## src/rtl/fetch_pkg.sv

```systemverilog
// rtl/fetch_pkg.sv - fetch FSM states, NOP encoding and RV32I major opcodes shared with decode
package fetch_pkg;

   typedef enum logic [1:0] {
      S_IDLE    = 2'd0,
      S_WAIT    = 2'd1,
      S_DISCARD = 2'd2
   } fetch_state_e;

   localparam logic [6:0] OPC_LUI    = 7'b0110111;
   localparam logic [6:0] OPC_AUIPC  = 7'b0010111;
   localparam logic [6:0] OPC_JAL    = 7'b1101111;
   localparam logic [6:0] OPC_JALR   = 7'b1100111;
   localparam logic [6:0] OPC_BRANCH = 7'b1100011;
   localparam logic [6:0] OPC_LOAD   = 7'b0000011;
   localparam logic [6:0] OPC_STORE  = 7'b0100011;
   localparam logic [6:0] OPC_OP_IMM = 7'b0010011;
   localparam logic [6:0] OPC_OP     = 7'b0110011;
   localparam logic [6:0] OPC_FENCE  = 7'b0001111;

   // addi x0,x0,0
   localparam logic [31:0] FETCH_NOP = {12'h000, 5'd0, 3'b000, 5'd0, OPC_OP_IMM};

endpackage

```

## src/rtl/instr_queue.sv

```systemverilog
// rtl/instr_queue.sv - DEPTH-entry synchronous FIFO of {pc, instr} pairs; flush wins over push/pop
module instr_queue #(
   parameter int DEPTH = 4,
   parameter int CW    = $clog2(DEPTH) + 1
) (
   input  logic          clock,
   input  logic          reset,
   input  logic          flush_i,
   input  logic          push_i,
   input  logic [63:0]   push_data_i,
   input  logic          pop_i,
   output logic [63:0]   head_o,
   output logic [CW-1:0] count_o
);

   localparam int AW = $clog2(DEPTH);

   logic [63:0]   mem_q [DEPTH];
   logic [AW-1:0] wr_ptr_q, wr_ptr_d;
   logic [AW-1:0] rd_ptr_q, rd_ptr_d;
   logic [CW-1:0] count_q, count_d;

   always_comb begin
      wr_ptr_d = wr_ptr_q;
      rd_ptr_d = rd_ptr_q;
      count_d  = count_q;
      if (flush_i) begin
         wr_ptr_d = '0;
         rd_ptr_d = '0;
         count_d  = '0;
      end else begin
         if (push_i) wr_ptr_d = wr_ptr_q + 1'b1;
         if (pop_i)  rd_ptr_d = rd_ptr_q + 1'b1;
         if (push_i && !pop_i)      count_d = count_q + 1'b1;
         else if (!push_i && pop_i) count_d = count_q - 1'b1;
      end
   end

   always_ff @(posedge clock) begin
      if (reset) begin
         wr_ptr_q <= '0;
         rd_ptr_q <= '0;
         count_q  <= '0;
      end else begin
         wr_ptr_q <= wr_ptr_d;
         rd_ptr_q <= rd_ptr_d;
         count_q  <= count_d;
      end
   end

   // storage needs no reset: count gates every read
   always_ff @(posedge clock) begin
      if (push_i && !flush_i) mem_q[wr_ptr_q] <= push_data_i;
   end

   assign head_o  = mem_q[rd_ptr_q];
   assign count_o = count_q;

endmodule

```

## src/rtl/instruction_fetch_unit.sv

```systemverilog
// rtl/instruction_fetch_unit.sv - fetch FSM, PC and issue register feeding the decoder from instr_queue
module instruction_fetch_unit
   import fetch_pkg::*;
#(
   parameter int          DEPTH     = 4,
   parameter logic [31:0] RESET_PC  = 32'h0000_0000,
   parameter logic [31:0] NOP_INSTR = FETCH_NOP
) (
   input  logic                     clock,
   input  logic                     reset,
   input  logic                     available,
   output logic                     decodePulse,
   output logic [31:0]              instr,
   output logic [31:0]              instrPC,
   output logic                     memReq,
   output logic [31:0]              memAddr,
   input  logic                     memValid,
   input  logic [31:0]              memData,
   input  logic                     redirectValid,
   input  logic [31:0]              redirectPC,
   output logic [$clog2(DEPTH):0]   queueCount
);

   localparam int            CW      = $clog2(DEPTH) + 1;
   localparam logic [CW-1:0] DEPTH_C = CW'(DEPTH);

   fetch_state_e  state_q, state_d;
   logic [31:0]   pc_q, pc_d;
   logic [31:0]   mem_addr_q, mem_addr_d;
   logic          pulse_q, pulse_d;
   logic [31:0]   instr_q, instr_d;
   logic [31:0]   instr_pc_q, instr_pc_d;
   logic [63:0]   head;
   logic [CW-1:0] q_count;
   logic          push, pop, room;

   assign pop  = (q_count != '0) && available && !redirectValid;
   assign push = (state_q == S_WAIT) && memValid && !redirectValid;
   // a slot freed by this cycle's pop is usable by a request issued this cycle
   assign room = (q_count < DEPTH_C) || pop;

   instr_queue #(.DEPTH(DEPTH)) u_queue (
      .clock       (clock),
      .reset       (reset),
      .flush_i     (redirectValid),
      .push_i      (push),
      .push_data_i ({pc_q, memData}),
      .pop_i       (pop),
      .head_o      (head),
      .count_o     (q_count)
   );

   always_comb begin
      state_d    = state_q;
      pc_d       = pc_q;
      mem_addr_d = mem_addr_q;
      case (state_q)
         S_IDLE: begin
            if (!redirectValid && room) begin
               state_d    = S_WAIT;
               mem_addr_d = pc_q;
            end
         end
         S_WAIT: begin
            if (redirectValid) begin
               state_d = memValid ? S_IDLE : S_DISCARD;
            end else if (memValid) begin
               state_d = S_IDLE;
               pc_d    = pc_q + 32'd4;
            end
         end
         S_DISCARD: begin
            if (memValid) state_d = S_IDLE;
         end
         default: state_d = S_IDLE;
      endcase
      if (redirectValid) pc_d = redirectPC & ~32'h3;
   end

   always_comb begin
      pulse_d    = pop;
      instr_d    = pop ? head[31:0]  : instr_q;
      instr_pc_d = pop ? head[63:32] : instr_pc_q;
   end

   always_ff @(posedge clock) begin
      if (reset) begin
         state_q    <= S_IDLE;
         pc_q       <= RESET_PC;
         mem_addr_q <= '0;
         pulse_q    <= 1'b0;
         instr_q    <= NOP_INSTR;
         instr_pc_q <= '0;
      end else begin
         state_q    <= state_d;
         pc_q       <= pc_d;
         mem_addr_q <= mem_addr_d;
         pulse_q    <= pulse_d;
         instr_q    <= instr_d;
         instr_pc_q <= instr_pc_d;
      end
   end

   assign memReq      = (state_q == S_WAIT);
   assign memAddr     = mem_addr_q;
   assign decodePulse = pulse_q;
   assign instr       = instr_q;
   assign instrPC     = instr_pc_q;
   assign queueCount  = q_count;

endmodule
```

## config.mk

```make
export PLATFORM = sky130hd
export DESIGN_NAME = instruction_fetch_unit
export DESIGN_NICKNAME = d
export VERILOG_FILES = /design/src/rtl/fetch_pkg.sv /design/src/rtl/instr_queue.sv /design/src/rtl/instruction_fetch_unit.sv
export SDC_FILE = /design/constraint.sdc
export NUM_CORES = 1
export LEC_CHECK = 0
export ABC_CLOCK_PERIOD_IN_PS = 4300
export CAP_MARGIN = 20
export CORE_ASPECT_RATIO = 1.2
export CORE_MARGIN = 1
export CORE_UTILIZATION = 45
export CTS_CLUSTER_DIAMETER = 150
export DETAILED_ROUTE_END_ITERATION = 10
export GPL_TIMING_DRIVEN = 0
export MAX_ROUTING_LAYER = met4
export PLACE_DENSITY = 0.67
export SYNTH_ARGS = -nofsm -noshare
export SYNTH_HDL_FRONTEND = slang
export SYNTH_SLANG_ARGS = --single-unit
```

## constraint.sdc

```tcl
create_clock -name clock -period 4.3 [get_ports clock]
set_input_delay 1.075 -clock clock [delete_from_list [all_inputs] [get_ports clock]]
set_output_delay 1.075 -clock clock [all_outputs]
set_load 0.005 [all_outputs]
```

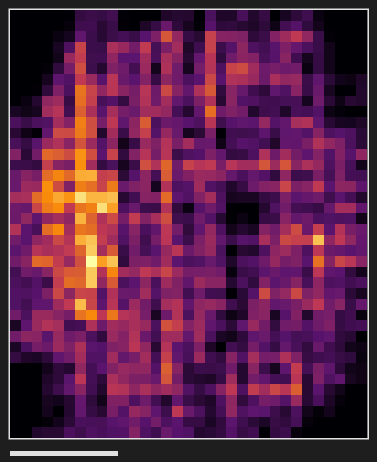
(images/route_heat.png)
Bar = 50 um. 33 x 40 tiles, from black (low) to pale yellow (high), scaled to the fullest tile. Values are wire area over tile area, all layers added.
- densest ninth of the die: left middle
- tiles over half the peak: 11%
- emptiest ninth of the die: top right

==> run_results.csv <==
group,metric,value,unit
run_status,status,"finished, final reports clean",
final_timing,setup_viol_count_final,0,
grt,grt_busiest_layer,"met2",
critical_path,critPathSlowestCell,"inv_2",
grt,grt.met3_usage,0.0317,
power_and_ir_drop,pwr_density_cell,431,nW/um^2
critical_path,rrSetupSlack,1.25,ns
worst_hold_path,hold_start,"instr[25]",
grt,gr-total-overflow,0,
drt,wl_per_cell,19.1,um
drt,route.detailed.drc,0,
cells_and_area,layout_top_cell,"edfxtp_1",
cells_and_area,diodes,0,
drt,wl_met3,1600,um
synthesis,area_leaders,"edfxtp_1 52%, dfxtp_1 18%, mux4_2 9.7%",
drt,drt-met1-wl,13300,um
synthesis,yosys_cells,1004,
worst_hold_path,min_path_type,"register to register",
cts,cts.path.max_buffers,3,
grt,grt_pass1_vias,8786,
drt,ant_nets,0,
synthesis,synth_area_leader_cell,"edfxtp_1",
critical_path,timing.rr.start,"u_queue.count_o[0]",
cells_and_area,drive_gt1_frac,0.121,
flow_run,cap_violations,0,
drt,wl,31300,um
final_timing,tns,0,ns
synthesis,ys_seq_share,0.704,
place,dp_hpwl,20600,um
synthesis,aoi_share,0.0615,
cts,cts_hold_buffers,0,
grt,grt_antenna_before_repair,0,
cts,cts_max_level,2,
place,routabilityCongestion,0.823,
cells_and_area,area_growth,24.9,%
critical_path,cp-end-kind,"register",
critical_path,crit_path_frequent_cell,"clkbuf_1",
grt,use_met1,0.258,
final_timing,hold_viol,0,
final_timing,min_period,3.89,ns
final_timing,grt_setup_unrepaired,"false",
cells_and_area,final_net_count,1288,
synthesis,synthesis.area,14300,sq um
die,num_rows,71,
synthesis,syn_area_per_cell,14.3,sq um
cts,tritoncts,"built",
critical_path,crit_fanout,19,
synthesis,synthTopCellsByCount,"248 x edfxtp_1, 200 x nand2_1, 132 x dfxtp_1",
critical_path,crit_arrival,4.34,ns
synthesis,synthAdderAreaFrac,0.00663,
drt,met2_length,15600,um
grt,met2_usage,0.341,
cells_and_area,final_cell_mix,"248 x edfxtp_1, 200 x nand2_1, 162 x clkdlybuf4s50_1, 132 x dfxtp_1, 99 x a21oi_1",
die,coreArea,31400,sq um
power_and_ir_drop,switching_share,0.201,
power_and_ir_drop,vdd_drop_max,0.000297,V
die,dieArea,32600,sq um
synthesis,synth_flop_count,380,
critical_path,critPathMaxStageDelay,0.52,ns
power_and_ir_drop,pwr-share-clk,0.442,
critical_path,crit_buf_inv,5,
final_timing,finClkSkew,0.0195,ns
power_and_ir_drop,seq_power_share,0.519,
critical_path,cp_top_family,"buffers and inverters",
critical_path,r2r_end,"u_queue.count_o[2]",
critical_path,critPathKind,"primary input to register",
synthesis,yosys_warnings,0,
power_and_ir_drop,p_comb_frac,0.038,
cts,clk_latency,0.52,ns
flow_run,warning_count,31,
cts,root_buffer,"clkbuf_16",
synthesis,synthSimpleGateAreaFrac,0.0990,
cts,clk_pin_slew,0.07,ns
place,port_buffers,162,
die,die.size.y,198,um
final_timing,slew_violations,0,
cts,cts_setup_buffers,0,
drt,drtIter0Drc,575,
critical_path,path_cells,"clkdlybuf4s50_1 > clkbuf_1 > nor3b_1 > clkbuf_1 > inv_2 > ha_1 > inv_1 > fa_1 > xor2_1 > or3_1 > a21oi_1",
synthesis,flop_cell,"edfxtp_1",
final_timing,worstMarginPinSlew,0.941,ns
synthesis,ys_sh_xor,0.00672,
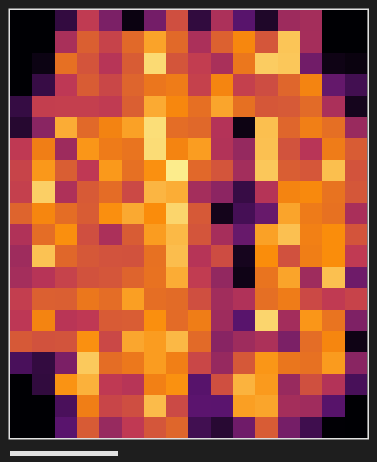
(images/util_map.png)
Bar = 50 um. 16 x 20 tiles, from black (low) to pale yellow (high), 0 to 100% covered.
- emptiest ninth of the die: top left
- tiles over 75% full: 19%
- fullest tile: 96%
- mean over tiles: 53%
Post-Route Utilization: 0.571
Pre-Place Util: 0.457

[power groups by stage]
stage / Sequential [uW] / Combinational [uW] / Clock, uW
6_report: 4010 / 297 / 3410
5_1_grt: 4010 / 327 / 3620
4_1_cts: 4010 / 300 / 3480
3_5_place_dp: 4090 / 298 / 0
3_3_place_gp: 4080 / 292 / 0
2_1_floorplan: 4060 / 134 / 0
[metrics by stage]
step                setup WS, ns  hold WS, ns
finish                     0.410        0.451
global route               0.197        0.473
CTS                        0.372        0.454
detailed placement        -0.635        0.446
global placement           -1.06        0.441
floorplan                  0.910        0.453
[registers in the layout, indices dropped and copies added (netlist names)]
register and cells:
state_q 2, instrPC 30, instr 32, u_queue.mem_q 248, decodePulse 1, u_queue.count_o 3
u_queue.wr_ptr_q 2, memAddr 30, u_queue.rd_ptr_q 2, pc_q 30
[worst max path at each step]
stage	from	endpoint	cells after the start
2_1_floorplan	redirectValid	u_queue.mem_q[0][0]	3
3_3_place_gp	memValid	u_queue.mem_q[0][11]	4
3_5_place_dp	redirectValid	u_queue.count_o[2]	12
4_1_cts	redirectValid	u_queue.count_o[2]	11
5_1_grt	redirectValid	u_queue.count_o[2]	11
6_report	redirectValid	u_queue.count_o[2]	11
[worst min-delay path, stage by stage (launching register included)]
cell and delay (ns):
dfxtp_1 0.30, nand2_1 0.05, a21oi_1 0.05
[final cells by class]
cell class | count | area, sq um
Clock inverter | 17 | 194
Tap cell | 401 | 502
Sequential cell | 380 | 10100
Fill cell | 2548 | 13500
Clock buffer | 53 | 1120
Inverter | 12 | 45.0
Timing Repair Buffer | 166 | 1730
Buffer | 67 | 284
Multi-Input combinational cell | 547 | 3940
Power and IR drop assume default switching activity.
